--- config.mk ---
export PLATFORM = sky130hd
export DESIGN_NAME = wb_gpio
export DESIGN_NICKNAME = d
export VERILOG_FILES = /design/src/rtl/wb_gpio.sv
export SDC_FILE = /design/constraint.sdc
export NUM_CORES = 1
export LEC_CHECK = 0
export ABC_AREA = 1
export ABC_CLOCK_PERIOD_IN_PS = 3400
export CORE_MARGIN = 8
export CORE_UTILIZATION = 47
export DETAILED_ROUTE_END_ITERATION = 12
export PLACE_DENSITY = 0.85
export SETUP_SLACK_MARGIN = 0.05
export SLEW_MARGIN = 20
export SYNTH_ARGS = -nofsm -noshare
export SYNTH_HDL_FRONTEND = slang
export SYNTH_SLANG_ARGS = --single-unit
--- constraint.sdc ---
create_clock -name clk -period 3.4 [get_ports clk]
set_input_delay 0.34 -clock clk [delete_from_list [all_inputs] [get_ports clk]]
set_output_delay 0.34 -clock clk [all_outputs]
set_load 0.01 [all_outputs]
--- src/rtl/wb_gpio.sv ---
// wb_gpio: Wishbone GPIO slave with per-pin direction, synchronised input readback,
// atomic set/clear and per-pin edge interrupts.
// Optional macro GPIO_DEBOUNCE_EN inserts a per-pin debounce counter after the synchroniser.
module wb_gpio #(
   parameter int unsigned       WIDTH           = 8,
   parameter int unsigned       SYNC_STAGES     = 2,
   parameter logic [WIDTH-1:0]  RST_OUT         = '0,
   parameter int unsigned       DEBOUNCE_CYCLES = 16
) (
   input  logic             clk,
   input  logic             rst_n,
   input  logic             wb_cyc,
   input  logic             wb_stb,
   input  logic             wb_we,
   input  logic [31:0]      wb_adr,
   input  logic [3:0]       wb_sel,
   input  logic [31:0]      wb_dat_i,
   output logic [31:0]      wb_dat_o,
   output logic             wb_ack,
   output logic             wb_stall,
   output logic             wb_err,
   input  logic [WIDTH-1:0] gpio_i,
   output logic [WIDTH-1:0] gpio_o,
   output logic [WIDTH-1:0] gpio_oe,
   output logic             irq
);

   logic             r_ack;
   logic [31:0]      r_dat;
   logic [WIDTH-1:0] r_out, r_dir, r_en, r_status, r_edge, r_prev;
   logic [WIDTH-1:0] r_sync [SYNC_STAGES];

   logic             w_accept, w_wr, w_unused;
   logic [2:0]       w_off;
   logic [31:0]      w_bmask, w_rd;
   logic [WIDTH-1:0] w_m, w_d, w_w1c, w_sync, w_in, w_evt;

   assign w_accept = wb_cyc & wb_stb & ~r_ack;
   assign w_wr     = w_accept & wb_we;
   assign w_off    = wb_adr[4:2];
   assign w_bmask  = {{8{wb_sel[3]}}, {8{wb_sel[2]}}, {8{wb_sel[1]}}, {8{wb_sel[0]}}};
   assign w_m      = w_bmask[WIDTH-1:0];
   assign w_d      = wb_dat_i[WIDTH-1:0] & w_m;
   assign w_w1c    = (w_wr && w_off == 3'd4) ? w_d : '0;
   // Address bits outside [4:2] and data bits above WIDTH are intentionally ignored.
   assign w_unused = ^{wb_adr[31:5], wb_adr[1:0], wb_dat_i, w_bmask};

   // Input synchroniser chain.
   always_ff @(posedge clk) begin
      if (!rst_n) begin
         for (int i = 0; i < SYNC_STAGES; i++) r_sync[i] <= '0;
      end else begin
         r_sync[0] <= gpio_i;
         for (int i = 1; i < SYNC_STAGES; i++) r_sync[i] <= r_sync[i-1];
      end
   end
   assign w_sync = r_sync[SYNC_STAGES-1];

`ifdef GPIO_DEBOUNCE_EN
   localparam int unsigned  CntW    = $clog2(DEBOUNCE_CYCLES + 1);
   localparam logic [CntW-1:0] CntLast = CntW'(DEBOUNCE_CYCLES - 1);
   logic [CntW-1:0]  r_cnt [WIDTH];
   logic [WIDTH-1:0] r_deb;

   // Per-pin debounce: adopt the new level only after it persists DEBOUNCE_CYCLES cycles.
   always_ff @(posedge clk) begin
      if (!rst_n) begin
         r_deb <= '0;
         for (int i = 0; i < WIDTH; i++) r_cnt[i] <= '0;
      end else begin
         for (int i = 0; i < WIDTH; i++) begin
            if (w_sync[i] == r_deb[i]) begin
               r_cnt[i] <= '0;
            end else if (r_cnt[i] == CntLast) begin
               r_deb[i] <= w_sync[i];
               r_cnt[i] <= '0;
            end else begin
               r_cnt[i] <= r_cnt[i] + 1'b1;
            end
         end
      end
   end
   assign w_in = r_deb;
`else
   assign w_in = w_sync;
`endif

   // Selected edge per pin, gated by its enable.
   assign w_evt = r_en & (((w_in & ~r_prev) & r_edge) | ((~w_in & r_prev) & ~r_edge));

   // Control registers, previous-sample flop and interrupt status (set beats W1C).
   always_ff @(posedge clk) begin
      if (!rst_n) begin
         r_out    <= RST_OUT;
         r_dir    <= '0;
         r_en     <= '0;
         r_status <= '0;
         r_edge   <= '0;
         r_prev   <= '0;
      end else begin
         r_prev   <= w_in;
         r_status <= (r_status & ~w_w1c) | w_evt;
         if (w_wr) begin
            case (w_off)
               3'd0:    r_out  <= (r_out & ~w_m) | w_d;
               3'd1:    r_dir  <= (r_dir & ~w_m) | w_d;
               3'd3:    r_en   <= (r_en & ~w_m) | w_d;
               3'd5:    r_edge <= (r_edge & ~w_m) | w_d;
               3'd6:    r_out  <= r_out | w_d;
               3'd7:    r_out  <= r_out & ~w_d;
               default: ;
            endcase
         end
      end
   end

   // Read data mux; SET/CLR and unused upper bits read as zero.
   always_comb begin
      w_rd = '0;
      case (w_off)
         3'd0:    w_rd[WIDTH-1:0] = r_out;
         3'd1:    w_rd[WIDTH-1:0] = r_dir;
         3'd2:    w_rd[WIDTH-1:0] = w_in;
         3'd3:    w_rd[WIDTH-1:0] = r_en;
         3'd4:    w_rd[WIDTH-1:0] = r_status;
         3'd5:    w_rd[WIDTH-1:0] = r_edge;
         default: w_rd = '0;
      endcase
   end

   // Single-cycle ack; read data is held only during the ack cycle.
   always_ff @(posedge clk) begin
      if (!rst_n) begin
         r_ack <= 1'b0;
         r_dat <= '0;
      end else begin
         r_ack <= w_accept;
         r_dat <= (w_accept && !wb_we) ? w_rd : '0;
      end
   end

   assign wb_ack   = r_ack;
   assign wb_dat_o = r_dat;
   assign wb_stall = 1'b0;
   assign wb_err   = 1'b0;
   assign gpio_o   = r_out;
   assign gpio_oe  = r_dir;
   assign irq      = |r_status;

endmodule

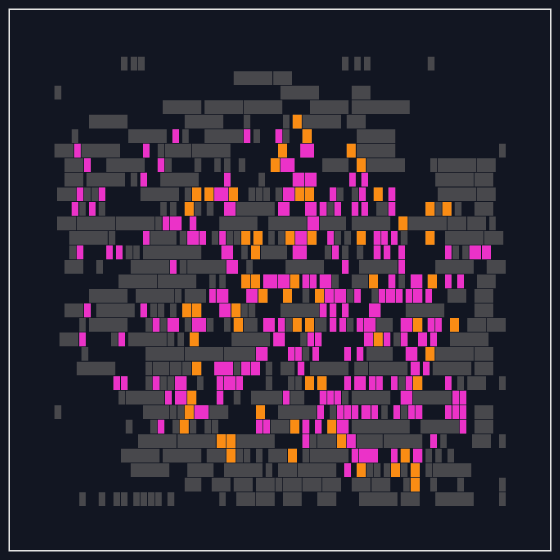
Fig. 1. Selected gate families (run 1).
| family | colour | cells |
|---|---|---|
| aoi and oai cells | orange | 62 |
| nand cells | magenta | 176 |
final non-filler cell total: 641
Comb/total area: 0.363
Commonest Layout Cell: nand2_1

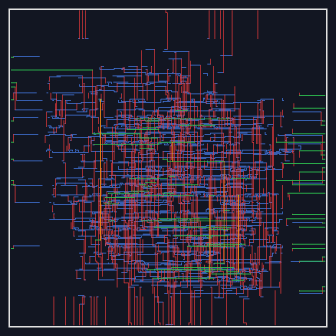
Fig. 2. Metal layers overlaid (run 1).
| layer | colour | wire length |
|---|---|---|
| metal 3 | green | 664 um |
| metal 4 | orange | 135 um |
| metal 2 | red | 4280 um |
| metal 1 | blue | 3790 um |
final WL: 8870 um
DR WL/cell: 13.8 um
via count: 3201

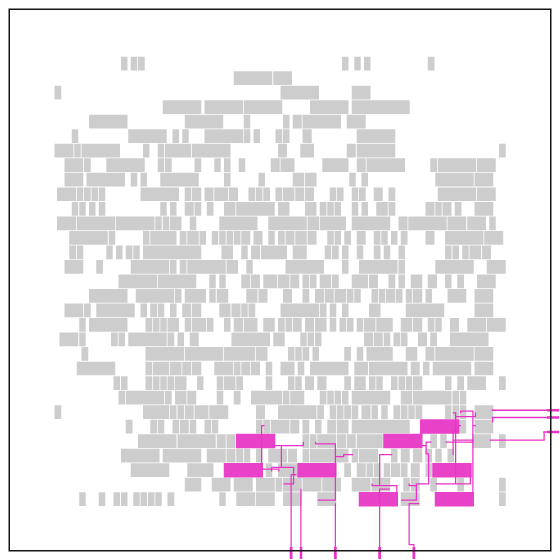
Fig. 3. Wires at chosen ports, followed through buffers (run 1).
| port | colour | direction | edge | end cells | buffers | wire |
|---|---|---|---|---|---|---|
| gpio_oe | magenta | output | 5 bottom, 3 right | 8 | 8 | 242 um |
PortBufs: 50
# IOs: 133

==> results.ini, run 1 <==
[final_layout]
final_cell_mix=nand2_1 (121), dfxtp_1 (73), inv_1 (61)
flops=73
buf_share=0.129
diodes=0
final_util=0.577
nets=618
areaGrowthSynthToFinish_pct=20.9
seqCellArea_um2=1460
logic_gates=330

[critical_path]
cp_max_fo=3
r2r_setup_slack_ps=1700
cp.depth=3
slowest_stage=clkdlybuf4s50_1
cp-startpoint=r_status[6]

[min_path]
min_path_type=reg -> reg

[place]
dp_hpwl_um=6540
place_inst=625

[timing]
whs_ps=417
period_used_share=0.621
timing.slew.headroom=0.534
finalSetupTns_ps=0
fin_worst_skew_ps=9.91

[grt]
grt_pass1_vias=2860
grt_pass1_wl_um=13900

[job]
log.warning_count=82

[synthesis]
synth-edff-count=0
top_cells_by_area=dfxtp_1 (43%), nand2_1 (13%), inv_1 (6.7%)
async_reset_ff_frac=0
synthDistinctLibCells=24
adder_share=0
yosysWarningCount=0
top_area_cell=dfxtp_1
yosys_area_um2=3410

[outcome]
status=finished, final reports clean

[route]
dr_wl_met2_um=4280
wl_met1_um=3790
wl_met3_um=664
route.detailed.drc=0

[cts]
clock_path_buffers=2
htreeDepth=3

[pwr]
power_leader=sequential cells
p_seq_frac=0.466

==> run 1 -> run 2 <==
ABC_CLOCK_PERIOD_IN_PS = 2100   (was 3400)
CORE_UTILIZATION = 44   (was 47)
PLACE_DENSITY = 0.81   (was 0.85)
clock period = 2.1 ns   (was 3.4 ns; I/O delays follow)
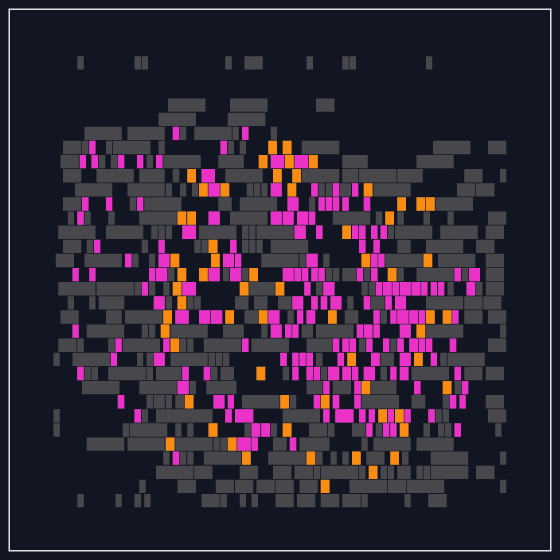
Fig. 4. Selected gate families (run 2).
| family | colour | cells |
|---|---|---|
| aoi and oai cells | orange | 62 |
| nand cells | magenta | 176 |
Comb/total area: 0.362
final non-filler cell total: 652

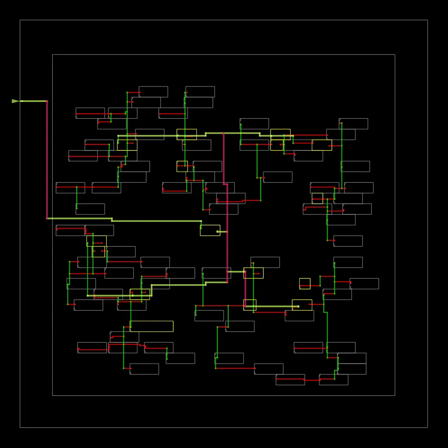
Fig. 5. Clock nets (run 2).
CTS buffer count: 9
clock sink total: 73
clk pwr: 1.10 mW

==> run 2 against run 1 <==
Net effect: design area increased by 0.43%; sequential power increased by 62%; via count decreased by 0.34%; largest power group unchanged; core utilization decreased by 3.3 points; routed wire length increased by 0.12%; flip-flop count unchanged; setup slack got worse by 1100 ps; cell count increased by 1.7%.
==> results.ini, run 2 <==
[final_layout]
flops=73  ; unchanged
areaGrowthSynthToFinish_pct=21.4
final_util=0.544  ; -0.0334
final_cell_mix=nand2_1 (121), dfxtp_1 (73), inv_1 (61)
diodes=0  ; unchanged
buf_share=0.143  ; +0.0140
logic_gates=330  ; unchanged

[synthesis]
async_reset_ff_frac=0  ; unchanged
top_area_cell=dfxtp_1
synth-edff-count=0  ; unchanged
yosysWarningCount=0  ; unchanged

[timing]
finalSetupTns_ps=0  ; unchanged
period_used_share=0.894
whs_ps=380  ; -37.2 ps

[route]
dr_wl_met2_um=4310  ; +0.58%
vias=3190  ; -0.34%

[pwr]
p_seq_frac=0.510  ; +0.044
power_leader=sequential cells

[cts]
clock_path_buffers=2  ; unchanged

[critical_path]
r2r_setup_slack_ps=610  ; -1090 ps
cp_max_fo=3  ; unchanged

[outcome]
status=finished, final reports clean

[place]
dp_hpwl_um=6720  ; +2.7%
place_inst=636  ; +1.8%

[job]
log.warning_count=82  ; unchanged

[die]
io_pins=133  ; unchanged

==> run 2 -> run 3 <==
CORE_UTILIZATION = 30   (was 44)
PLACE_DENSITY = not set   (was 0.81)
SLEW_MARGIN = 40   (was 20)
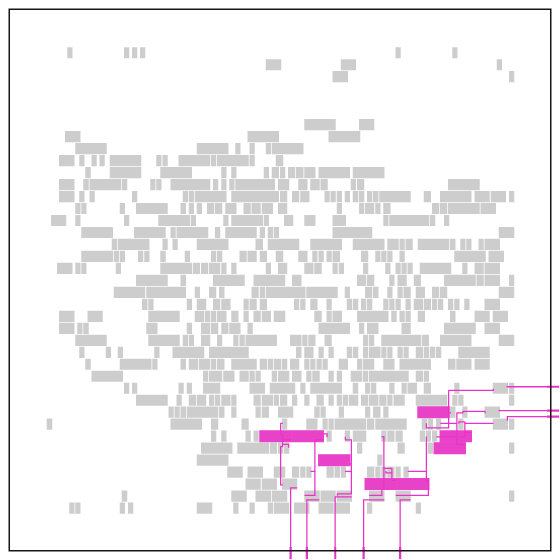
Fig. 6. Wires at chosen ports, followed through buffers (run 3).
| port | colour | direction | edge | end cells | buffers | wire |
|---|---|---|---|---|---|---|
| gpio_oe | magenta | output | 5 bottom, 3 right | 8 | 8 | 276 um |

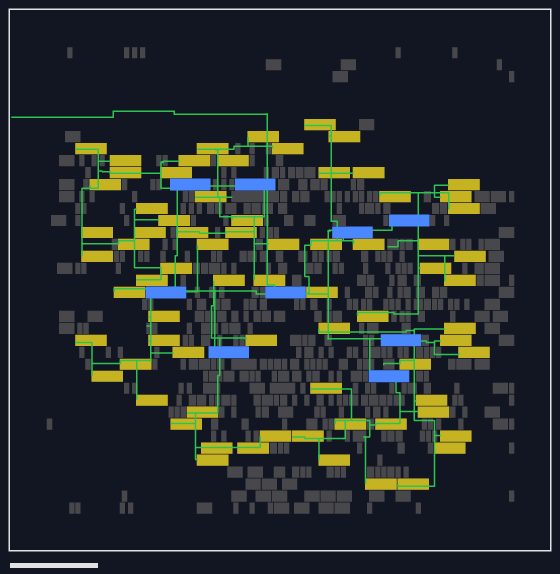
Fig. 7. Clock wires, drivers and flops (run 3).
Bar = 20 um.
[flip-flops] yellow | count: 73
[clock drivers] blue | count: 9
[clock wires] green | length: 1010 um
routed clock nets: 10
clk pwr: 1.56 mW
Clk network pwr share: 0.482
clock latency on the worst-skew pair: 330 ps
clk_skew: 5.52 ps

==> run 3 against run 2 <==
Net effect: global-route usage fell by 3.9 points; flip-flop count did not move; cell count rose by 6.4%; synthesized area unchanged; design area rose by 3.9%; synthesized cell count unchanged; routed wire length rose by 4.7%; setup slack gained 28 ps; via count decreased by 2.0%; sequential share of layout area is 1.3 points lower; critical path type unchanged; largest power group is now clock.
==> results.ini, run 3 <==
[job]
log.warning_count=82  ; unchanged

[synthesis]
synth-edff-count=0  ; unchanged
async_reset_ff_frac=0  ; unchanged
top_area_cell=dfxtp_1

[place]
dp_hpwl_um=7090  ; +5.6%
place_inst=678  ; +6.6%

[final_layout]
sh_comb_area=0.348  ; -0.0135
diodes=0  ; unchanged
layout.cells.non_filler=694  ; +6.4%
buf_share=0.139  ; -0.00357
logic_gates=330  ; unchanged
flops=73  ; unchanged
final_util=0.381  ; -0.163

[critical_path]
cpPeakStageDelay_ps=500
r2r_setup_slack_ps=520  ; -90 ps
cp.depth=3
cp_max_fo=3  ; unchanged

[route]
vias=3126  ; -2.0%

[pwr]
power_leader=clock
p_seq_frac=0.439  ; -0.071

[cts]
cts.repair.resized=0
cts_buffers=9  ; unchanged
path_clk_slew_ps=60
clock_path_buffers=2  ; unchanged
cts_sinks=73  ; unchanged

[timing]
whs_ps=399  ; +19.4 ps
finalSetupTns_ps=0  ; unchanged

[outcome]
status=finished, final reports clean

[die]
io_pins=133  ; unchanged

Power figures rest on the tool's default switching activity, not on a simulated workload.
